==> src/rtl/wb_write_ctrl.sv <==
// Writeback initiator: buffers ALU/load results and issues one register-file write per cycle in order.
// Optional macro WB_BYPASS_EN: when the FIFO is empty, an accepted result goes straight to the write port.
module wb_write_ctrl #(
  parameter int unsigned DATA_W = 64,
  parameter int unsigned ADDR_W = 5,
  parameter int unsigned DEPTH  = 4
) (
  input  logic                     clock,
  input  logic                     reset,
  input  logic                     mem_valid,
  input  logic [ADDR_W-1:0]        mem_rd,
  input  logic [DATA_W-1:0]        mem_data,
  output logic                     mem_ready,
  input  logic                     alu_valid,
  input  logic [ADDR_W-1:0]        alu_rd,
  input  logic [DATA_W-1:0]        alu_data,
  output logic                     alu_ready,
  output logic                     write,
  output logic [ADDR_W-1:0]        regwriteaddress,
  output logic [DATA_W-1:0]        datain,
  output logic [31:0]              pending_mask,
  output logic [$clog2(DEPTH):0]   count
);

  localparam int unsigned PTR_W = $clog2(DEPTH);
  localparam int unsigned CNT_W = PTR_W + 1;

  logic [ADDR_W-1:0] rd_mem_q   [DEPTH];
  logic [ADDR_W-1:0] rd_mem_d   [DEPTH];
  logic [DATA_W-1:0] data_mem_q [DEPTH];
  logic [DATA_W-1:0] data_mem_d [DEPTH];
  logic [PTR_W-1:0]  wp_q, wp_d, rp_q, rp_d;
  logic [CNT_W-1:0]  count_q, count_d;
  logic              write_q, write_d;
  logic [ADDR_W-1:0] waddr_q, waddr_d;
  logic [DATA_W-1:0] wdata_q, wdata_d;

  logic              full, mem_acc, alu_acc, acc, pop, push, byp;
  logic [ADDR_W-1:0] acc_rd;
  logic [DATA_W-1:0] acc_data;

  // Handshake: load unit has priority, one acceptance per cycle.
  always_comb begin
    full      = (count_q == CNT_W'(DEPTH));
    mem_ready = ~full;
    alu_ready = ~full & ~mem_valid;
    mem_acc   = mem_valid & ~full;
    alu_acc   = alu_valid & ~full & ~mem_valid;
    acc       = mem_acc | alu_acc;
    acc_rd    = mem_acc ? mem_rd   : alu_rd;
    acc_data  = mem_acc ? mem_data : alu_data;
    pop       = (count_q != '0);
`ifdef WB_BYPASS_EN
    byp       = acc & (acc_rd != '0) & ~pop;
`else
    byp       = 1'b0;
`endif
    push      = acc & (acc_rd != '0) & ~byp;
  end

  // Next-state for FIFO storage, pointers, occupancy and the write port.
  always_comb begin
    rd_mem_d   = rd_mem_q;
    data_mem_d = data_mem_q;
    wp_d       = wp_q;
    rp_d       = rp_q;
    count_d    = count_q;
    write_d    = 1'b0;
    waddr_d    = waddr_q;
    wdata_d    = wdata_q;

    if (push) begin
      rd_mem_d[wp_q]   = acc_rd;
      data_mem_d[wp_q] = acc_data;
      wp_d             = wp_q + PTR_W'(1);
    end

    if (pop) begin
      write_d = 1'b1;
      waddr_d = rd_mem_q[rp_q];
      wdata_d = data_mem_q[rp_q];
      rp_d    = rp_q + PTR_W'(1);
    end else if (byp) begin
      write_d = 1'b1;
      waddr_d = acc_rd;
      wdata_d = acc_data;
    end

    case ({push, pop})
      2'b10:   count_d = count_q + CNT_W'(1);
      2'b01:   count_d = count_q - CNT_W'(1);
      default: count_d = count_q;
    endcase
  end

  // Scoreboard: every live FIFO entry plus the write port; x0 never pending.
  always_comb begin
    pending_mask = '0;
    for (int unsigned i = 0; i < DEPTH; i++) begin
      if (CNT_W'(i) < count_q) begin
        pending_mask[rd_mem_q[PTR_W'(rp_q + PTR_W'(i))]] = 1'b1;
      end
    end
    if (write_q) begin
      pending_mask[waddr_q] = 1'b1;
    end
    pending_mask[0] = 1'b0;
  end

  always_ff @(posedge clock) begin
    if (reset) begin
      for (int unsigned i = 0; i < DEPTH; i++) begin
        rd_mem_q[i]   <= '0;
        data_mem_q[i] <= '0;
      end
      wp_q    <= '0;
      rp_q    <= '0;
      count_q <= '0;
      write_q <= 1'b0;
      waddr_q <= '0;
      wdata_q <= '0;
    end else begin
      rd_mem_q   <= rd_mem_d;
      data_mem_q <= data_mem_d;
      wp_q       <= wp_d;
      rp_q       <= rp_d;
      count_q    <= count_d;
      write_q    <= write_d;
      waddr_q    <= waddr_d;
      wdata_q    <= wdata_d;
    end
  end

  assign write           = write_q;
  assign regwriteaddress = waddr_q;
  assign datain          = wdata_q;
  assign count           = count_q;

endmodule

==> config.mk <==
export PLATFORM = sky130hd
export DESIGN_NAME = wb_write_ctrl
export DESIGN_NICKNAME = d
export VERILOG_FILES = /design/src/rtl/wb_write_ctrl.sv
export SDC_FILE = /design/constraint.sdc
export NUM_CORES = 1
export LEC_CHECK = 0
export ABC_AREA = 1
export CAP_MARGIN = 10
export CORE_ASPECT_RATIO = 1.1
export CORE_MARGIN = 2
export CORE_UTILIZATION = 30
export DETAILED_ROUTE_END_ITERATION = 12
export GPL_TIMING_DRIVEN = 0
export SYNTH_ARGS = -nofsm -noshare
export SYNTH_HDL_FRONTEND = slang
export SYNTH_SLANG_ARGS = --single-unit
export TNS_END_PERCENT = 20
==> constraint.sdc <==
create_clock -name clock -period 2.8 [get_ports clock]
set_input_delay 0.28 -clock clock [delete_from_list [all_inputs] [get_ports clock]]
set_output_delay 0.28 -clock clock [all_outputs]
set_load 0.1 [all_outputs]
run_1/layer_met2.png
Scale bar: 100 µm.
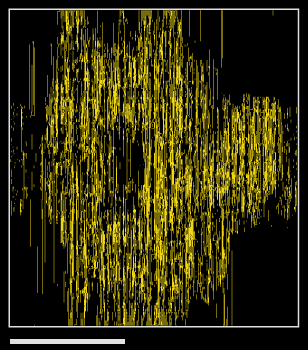
2620 nets have wire on it. The layer carries 35.7 mm of wire. The layer holds 47% of the routed length. The longest straight run is 108 µm.

run_1/layer_met3.png
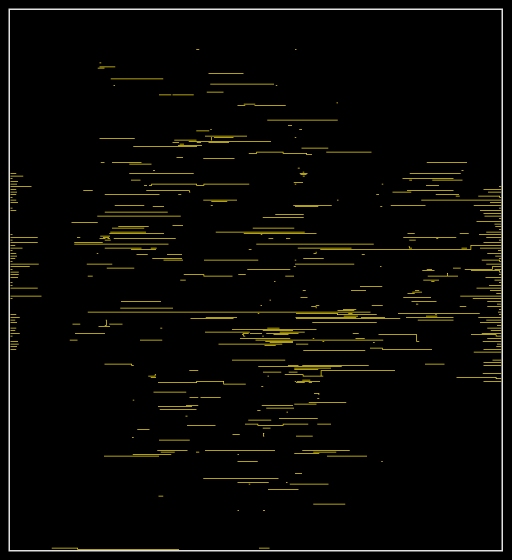
The wires run mostly horizontal. 302 nets have wire on it. The layer carries 4440 µm of wire. The layer holds 5.9% of the routed length.

run_1/flops_by_reg.png
Scale bar: 100 µm. Other sequential cells in the stronger gray, the rest of the logic in the fainter gray.
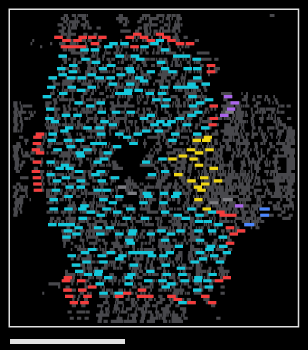
Key: regwriteaddress = purple [sequential cells 5]; datain = red [sequential cells 64, where spread over the die]; data_mem_q = cyan [sequential cells 256]; count = blue [sequential cells 3]; rd_mem_q = yellow [sequential cells 20]

run 1: kinds of logic after synthesis:
kind of cell / Yosys count
AND/OR/NAND/NOR: 1629
buffers and inverters: 881
AND-OR/OR-AND: 393
flip-flops: 353
adder cells (fa/ha/maj): 8
XOR/XNOR: 1
other: 1
run 1: per-stage QoR:
step	std cells	utilization (%)	power, µW	hold WS (ps)
finish	4452	39.3	29500	410
global route	4451	39.3	31100	423
CTS	4446	38.6	28700	403
detailed placement	4372	35.7	22300	497
global placement	4371	35.7	22200	496
floorplan	3266	-	17800	352
run 1: sequential cells by signal, indices dropped and copies added, names as in the netlist:
name	cells
count	3
data_mem_q	256
datain	64
rd_mem_q	20
regwriteaddress	5
rp_q	2
wp_q	2
write	1
run 1: cell usage after synthesis, drive strengths merged:
master / number
ha: 8
clkbuf: 124
nand3b: 1
nand4: 276
buf: 102
a221oi: 64
o211ai: 3
clkinv: 1
o21a: 2
a21oi: 74
nor2: 465
o22ai: 64
xor2: 1
dfxtp: 353
o21ai: 186
conb: 1
inv: 654
nand2: 847
nand3: 27
nor3: 13
run 1: power groups by stage:
stage | Clock, µW | Sequential [µW] | Combinational [µW]
2_1_floorplan | 0 | 10700 | 7120
3_3_place_gp | 0 | 7060 | 15100
3_5_place_dp | 0 | 7070 | 15200
4_1_cts | 5730 | 6980 | 16000
5_1_grt | 5940 | 7150 | 18000
6_report | 5660 | 7010 | 16800
run 1: cells in the final DEF, fill, tap and decap left out, types with 43 or more instances in the layout:
cell             instances
a21oi_1                 74
a221oi_1                64
buf_2                   43
buf_6                   53
clkbuf_1               117
clkbuf_16               44
clkdlybuf4s50_1        214
dfxtp_1                348
inv_1                  603
inv_2                   48
nand2_1                807
nand4_1                276
nor2_1                 433
o21ai_0                130
o22ai_1                 64
==> impl_metrics.json, run 1 <==
{
  "status": "complete, but fails checks",
  "violations": "negative setup slack",
  "logic_gates": 2032,
  "place.port_buffers": 247,
  "logic_area_um2": 9970,
  "finalHoldViolCount": 0,
  "gp_congestion": 0.919,
  "grt_max_degree": 16,
  "top_area_share_pct": 35.2,
  "slowest_delay_ps": 830,
  "r2r_cells": 15,
  "fin_ws_ps": -50.2,
  "path_common_cell": "nand2_1",
  "drc_errors": 0,
  "adder_share_pct": 0.498,
  "crit_end": "pending_mask[19]",
  "synth_cells": 3266,
  "setup_viol": 10,
  "hpwl_um": 54400,
  "io_pins": 249,
  "placed_cell_area_um2": 23700,
  "intPower_uw": 14200,
  "fin_crit_ps": 2850,
  "r2r-end": "count[2]$_SDFFE_PP0P_",
  "use_met2_pct": 36.6,
  "yosysUniqueCellTypes": 31,
  "simple_gate_share_pct": 34.6,
  "drt_iter0_drc": 1528,
  "globalRouteTotalUtil_pct": 21.2,
  "synthTopCellsByArea": "dfxtp_1, nand2_1, inv_1",
  "worst_ep_arrival_time_ps": 2570,
  "row_count": 99,
  "worstPathCellList": "inv_1 > nor3_1 > nand2_1 > nand2_1 > nor2_1 > nand2_1 > buf_12",
  "p_sw_uw": 15300,
  "die_area_um2": 69100,
  "n_antenna_cell": 1,
  "xor_share_pct": 0.0436,
  "met1_length_um": 33300,
  "cpMaxStageDelayCell": "nor3_1",
  "synth_flop_count": 353,
  "mux_share_pct": 0,
  "drv_slew": 0,
  "wl_met3_um": 4440,
  "stdcell_area_um2": 26100,
  "clkCellAreaFrac_pct": 5.37,
  "cts_setup_buffers": 3,
  "cp.depth": 7,
  "top_usage_layer": "met2",
  "crit_type": "register to output port",
  "critPathLaunchType": "register",
  "clk_path_buf_depth": 3,
  "tightest_slew_ps": 1070,
  "grt_use_met1_pct": 27.3,
  "r2r-start": "count[0]$_SDFFE_PP0P_",
  "cts_sinks": 353,
  "antenna_left": 0,
  "seq_area_share_pct": 27.2,
  "ff_count": 353,
  "final.clkbuf_count": 59,
  "final-seq-area_um2": 7080,
  "cts_tree": "yes",
  "clk_pin_slew_ps": 60
}
==> run 2: changes to the inputs <==
==> constraint.sdc (replaced) <==
create_clock -name clock -period 2.5 [get_ports clock]
set_input_delay 0.25 -clock clock [delete_from_list [all_inputs] [get_ports clock]]
set_output_delay 0.25 -clock clock [all_outputs]
set_load 0.1 [all_outputs]
==> run 2 against run 1 <==
Against the previous run:
- the run still ends with negative setup slack left
- wire length rose by 1.7%
- die size did not move
- clock power up 14%
- count of clock-buffer cells in the layout shrank 4
- area after synthesis is the same
- highest routed layer is now met5
==> impl_metrics.json, run 2 <==
{
  "fin_ws_ps": -235,
  "adder_share_pct": 0.498,
  "use_met2_pct": 36.9,
  "routed-via-count": 21600,
  "routed_via_density": 4.82,
  "top_usage_layer": "met2",
  "cts_sinks": 353,
  "end_kind": "output port",
  "final_cell_mix": "nand2_1, inv_1, nor2_1, dfxtp_1, nand4_1",
  "worst_ep_arrival_time_ps": 2480,
  "xor_share_pct": 0.0436,
  "hpwl_um": 54500,
  "ys_async_sr_fraction_pct": 0,
  "floorplan.nets": 3416,
  "whs_ps": 386,
  "top_area_share_pct": 35.2,
  "die_area_um2": 69100,
  "n_antenna_cell": 0,
  "most_common_cell": "nand2_1",
  "tool_warnings": 34,
  "gp_congestion": 0.912,
  "finalClockSkew_ps": 35.8,
  "antenna_left": 0,
  "place.port_buffers": 247,
  "critPathLaunchType": "register",
  "drc_errors": 0,
  "yosysUniqueCellTypes": 31,
  "fin_crit_ps": 2730,
  "drv_slew": 0,
  "finalHoldViolCount": 0,
  "setup_viol": 32,
  "grt_use_met1_pct": 27.4,
  "synth_flop_count": 353,
  "clk_path_buf_depth": 3,
  "synth_cells": 3266,
  "pwr_density_cell_nw_per_um2": 1270,
  "registers.top_by_ff_count": "data_mem_q",
  "globalRouteTotalUtil_pct": 21.6,
  "tightest_slew_ps": 1080,
  "row_count": 99,
  "clk_pin_slew_ps": 60,
  "worstPathCellList": "buf_2 > nand2_1 > nand2_4 > buf_6 > nand2_2 > o21ai_4 > inv_2 > nand3_4 > nor2_1 > nor2_1 > nand2_1 > buf_12",
  "mux_share_pct": 0,
  "intPower_uw": 16400,
  "violations": "negative setup slack",
  "finish.utilization_pct": 40.6,
  "grt_max_degree": 16,
  "crit_type": "register to output port",
  "simple_gate_share_pct": 34.6,
  "cts_tree": "yes",
  "stdcell_area_um2": 26900,
  "layout_top_cell": "nand2_1",
  "synthTopCellsByArea": "dfxtp_1, nand2_1, inv_1",
  "placed_cell_area_um2": 23700,
  "edf_count": 0,
  "maxCapViolations": 0,
  "io_pins": 249,
  "slowest_delay_ps": 340,
  "drt_iter0_drc": 1675,
  "cpMaxStageDelayCell": "dfxtp_2",
  "status": "complete, but fails checks",
  "p_total_uw": 34000,
  "ff_type": "dfxtp_1",
  "sw_frac_of_total_pct": 51.8,
  "common_cells": "nand2_1, inv_1, nor2_1, dfxtp_1, nand4_1",
  "largest_reg_flops": 256
}
## run 2: final timing paths
check | from | to | slack, ps | cells past startpoint
worst max-delay path | rp_q[0]$_SDFFE_PP0P_ | pending_mask[13] | -230 | 12
worst min-delay path | reset | rp_q[0]$_SDFFE_PP0P_ | 390 | 2
worst max register to register | count[0]$_SDFFE_PP0P_ | data_mem_q[98]$_SDFFE_PP0P_ | 20 | 10
worst min register to register | data_mem_q[148]$_SDFFE_PP0P_ | data_mem_q[148]$_SDFFE_PP0P_ | 510 | 4
## run 2: per-stage QoR
step,setup TNS (ps),instances
after floorplan,-7170,3266
after global placement,-174020,4371
after detailed placement,-142750,4372
after CTS,-5720,4459
after global routing,-9440,4482
final,-4850,4482
## run 2: layout make-up
type | instances | area (µm²)
flip-flops and latches | 353 | 7080
well taps | 858 | 1070
clock buffers | 55 | 1180
plain buffers | 224 | 1330
multi-input cells | 2033 | 10400
repair buffers | 285 | 3130
clock inverters | 19 | 248
fillers | 7004 | 39400
inverters | 655 | 2470
## run 2: what timing repair did
item / CTS / global route
endpoints found under the setup margin: 372 / 277
gates cloned: 2 / 2
setup buffers: 13 / 21
resized: 505 / 216
pin swaps: 34 / 50
## run 2: metal layers
metal | wire (µm) | part of all wire [%]
met2 | 36600 | 47
met3 | 4700 | 6.1
met4 | 2880 | 3.7
met5 | 33 | 0.043
met1 | 33000 | 43
## run 2: power groups by stage
stage | logic, µW | registers, µW | clock network (µW)
floorplan | 7990 | 12000 | 0
global placement | 17000 | 7900 | 0
detailed placement | 17100 | 7920 | 0
CTS | 18600 | 7840 | 6520
global route | 21100 | 8020 | 6750
finish | 19800 | 7850 | 6440
run_2/flops_by_reg.png
Scale bar: 100 µm. Other sequential cells in the stronger gray, the rest of the logic in the fainter gray.
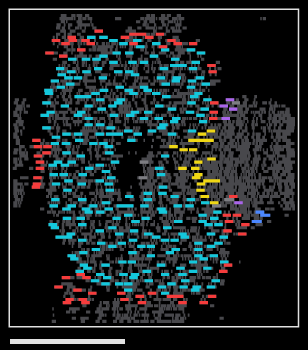
Key: data_mem_q = cyan [sequential cells 256]; rd_mem_q = yellow [sequential cells 20]; count = blue [sequential cells 3]; regwriteaddress = purple [sequential cells 5]; datain = red [sequential cells 64, where spread over the die]
Another 5 sequential cells are not colored.

run_2/logic_types.png
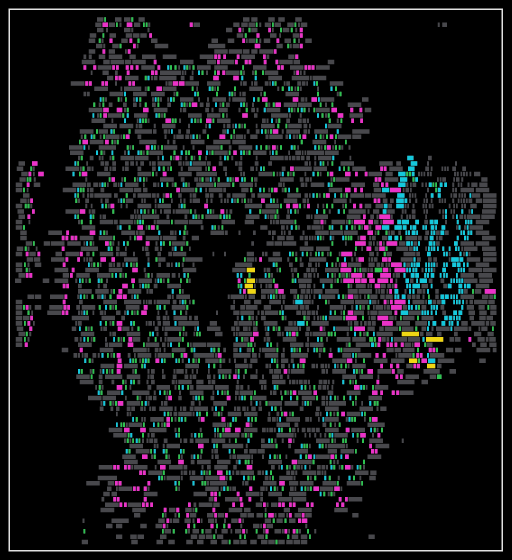
Key: fa/ha/maj cells = yellow [cells 8]; nor cells = cyan [cells 478]; inv cells = green [cells 655]; aoi and oai cells = magenta [cells 391, where spread over the die]

==> run 3: changes to the inputs <==
--- a/config.mk
+++ b/config.mk
@@ -9,9 +9,10 @@
 export CAP_MARGIN = 10
 export CORE_ASPECT_RATIO = 1.1
 export CORE_MARGIN = 2
-export CORE_UTILIZATION = 30
+export CORE_UTILIZATION = 51
 export DETAILED_ROUTE_END_ITERATION = 12
 export GPL_TIMING_DRIVEN = 0
+export PLACE_DENSITY = 0.77
 export SYNTH_ARGS = -nofsm -noshare
 export SYNTH_HDL_FRONTEND = slang
 export SYNTH_SLANG_ARGS = --single-unit
==> run 3 against run 2 <==
Against the previous run:
- the flow still finishes with violations (negative setup slack)
- wire length down 2.6%
- sequential share of layout area up 0.20 points
- clock power down 13%
- die size down 41%
- cell area down 0.71%
- non-clock buffer count up 6
- critical path depth down 1
- highest routed layer is now met4
==> impl_metrics.json, run 3 <==
{
  "stdcell_count": 4128,
  "cts_tree": "yes",
  "registers.top_by_ff_count": "data_mem_q",
  "die_area_um2": 41000,
  "ff_type": "dfxtp_1",
  "top_area_share_pct": 35.2,
  "edf_count": 0,
  "end_kind": "output port",
  "tns_ps": -6290,
  "reg2reg_slack_ps": 10,
  "layout_top_cell": "nand2_1",
  "hold_start": "data_mem_q[236]$_SDFFE_PP0P_",
  "holdPathEnd": "data_mem_q[236]$_SDFFE_PP0P_",
  "crit_end": "pending_mask[20]",
  "period_used_pct": 110,
  "whs_ps": 511,
  "clk_pin_slew_ps": 60,
  "finalClockSkew_ps": 27.1,
  "violations": "negative setup slack",
  "crit_type": "register to output port",
  "r2r-start": "count[0]$_SDFFE_PP0P_",
  "worstPathCellList": "buf_12 > clkbuf_16 > o21ai_2 > nand2_1 > o21ai_4 > inv_2 > nand2_2 > nor2_1 > nor2_2 > nand2_1 > buf_12",
  "stdcell_area_um2": 26700,
  "row_count": 76,
  "routed-via-count": 22600,
  "routed_via_density": 5.48,
  "critPathLaunchType": "register",
  "maxCapViolations": 0,
  "placed_cell_area_um2": 23200,
  "slowest_delay_ps": 360,
  "hold_depth": 4,
  "gp_congestion": 0.935,
  "most_common_cell": "nand2_1",
  "drt_iter0_drc": 2318,
  "antenna_left": 0,
  "fin_ws_ps": -243,
  "pwr_density_cell_nw_per_um2": 1270,
  "setup_viol": 36,
  "floorplan.nets": 3416,
  "finalHoldViolCount": 0,
  "synth_cells": 3266,
  "hpwl_um": 53100,
  "ys_async_sr_fraction_pct": 0,
  "fin_crit_ps": 2740,
  "fillers": 3317,
  "grt_max_degree": 14,
  "drv_slew": 0,
  "cts_sinks": 353,
  "globalRouteTotalUtil_pct": 34.9,
  "synth_flop_count": 353,
  "tool_warnings": 35,
  "r2r_cells": 11,
  "final_cell_mix": "nand2_1, inv_1, nor2_1, dfxtp_1, nand4_1",
  "startpoint": "rp_q[0]$_SDFFE_PP0P_",
  "n_antenna_cell": 0,
  "place.port_buffers": 247,
  "clk_path_buf_depth": 3,
  "p_total_uw": 33800,
  "r2r-end": "data_mem_q[83]$_SDFFE_PP0P_",
  "status": "complete, but fails checks",
  "finish.utilization_pct": 68.5,
  "drc_errors": 0,
  "common_cells": "nand2_1, inv_1, nor2_1, dfxtp_1, nand4_1",
  "cpMaxStageDelayCell": "dfxtp_4"
}
-- run 3: cell count changes in the layout (fill, tap and decap cells not counted), moves of 11 or more --
cell     change
nand2_1     -25
nand2_2     +14
nand2_4     +11
nor2_1      -29
nor2_4      +19
o21ai_0     +11
-- run 3: timing repair --
item | 4_1_cts | 5_1_grt
setup endpoints to repair | 351 | 296
gates cloned | 2 | 4
pin swaps | 47 | 70
setup buffers | 18 | 22
resized | 610 | 196
-- run 3: power breakdown --
group	internal [µW]	switching, µW	leakage [µW]	total (µW)
sequential	7110	823	0.00290	7930
clock	3260	2370	0.000600	5630
combinational	5660	14600	0.00891	20300
total	16000	17800	0.0124	33800
-- run 3: area by class of cell --
| cell class | instances | area [µm²] | area share, % |
|---|---|---|---|
| Tap cell | 507 | 634 | 2.37 |
| Buffer | 224 | 1350 | 5.05 |
| Clock buffer | 57 | 1140 | 4.28 |
| Inverter | 655 | 2470 | 9.24 |
| Multi-Input combinational cell | 2033 | 10800 | 40.3 |
| Sequential cell | 353 | 7080 | 26.5 |
| Timing Repair Buffer | 291 | 3210 | 12.0 |
| Clock inverter | 8 | 71.3 | 0.267 |
-- run 3: logic make-up (layout without fill, tap and decap cells) --
| group | after synthesis | in the layout | share of synthesized area [%] |
|---|---|---|---|
| compound gates | 393 | 393 | 11.4 |
| xor+xnor | 1 | 1 | 0.0436 |
| fa+ha+maj | 8 | 8 | 0.498 |
| buf+inv | 881 | 1235 | 18.3 |
| flops | 353 | 353 | 35.2 |
| other cells | 1 | 1 | 0.0187 |
| simple gates | 1629 | 1630 | 34.6 |
-- run 3: metal layers --
metal	wire [µm]	global-route usage (%)
met1	28300	40.8
met2	36000	59.8
met3	6160	5.73
met4	4690	21.7
met5	0	0
run_3/layer_met2.png
Scale bar: 50 µm.
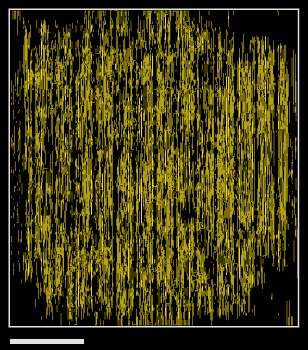
The longest straight run is 72.4 µm. The layer holds 48% of the routed length. 2897 nets have wire on it. The layer carries 36.0 mm of wire. The wires run mostly vertical.

run_3/flops_by_reg.png
Scale bar: 50 µm. Other sequential cells in the stronger gray, the rest of the logic in the fainter gray.
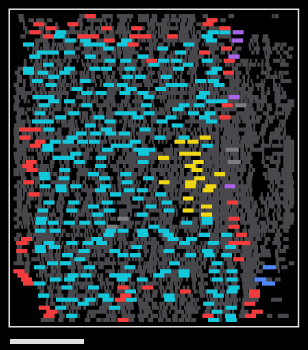
Key: rd_mem_q = yellow [sequential cells 20]; datain = red [sequential cells 64, where spread over the die]; data_mem_q = cyan [sequential cells 256]; count = blue [sequential cells 3]; regwriteaddress = purple [sequential cells 5, where north-east]
Another 5 sequential cells are not colored.

Power figures rest on the tool's default switching activity, not on a simulated workload.
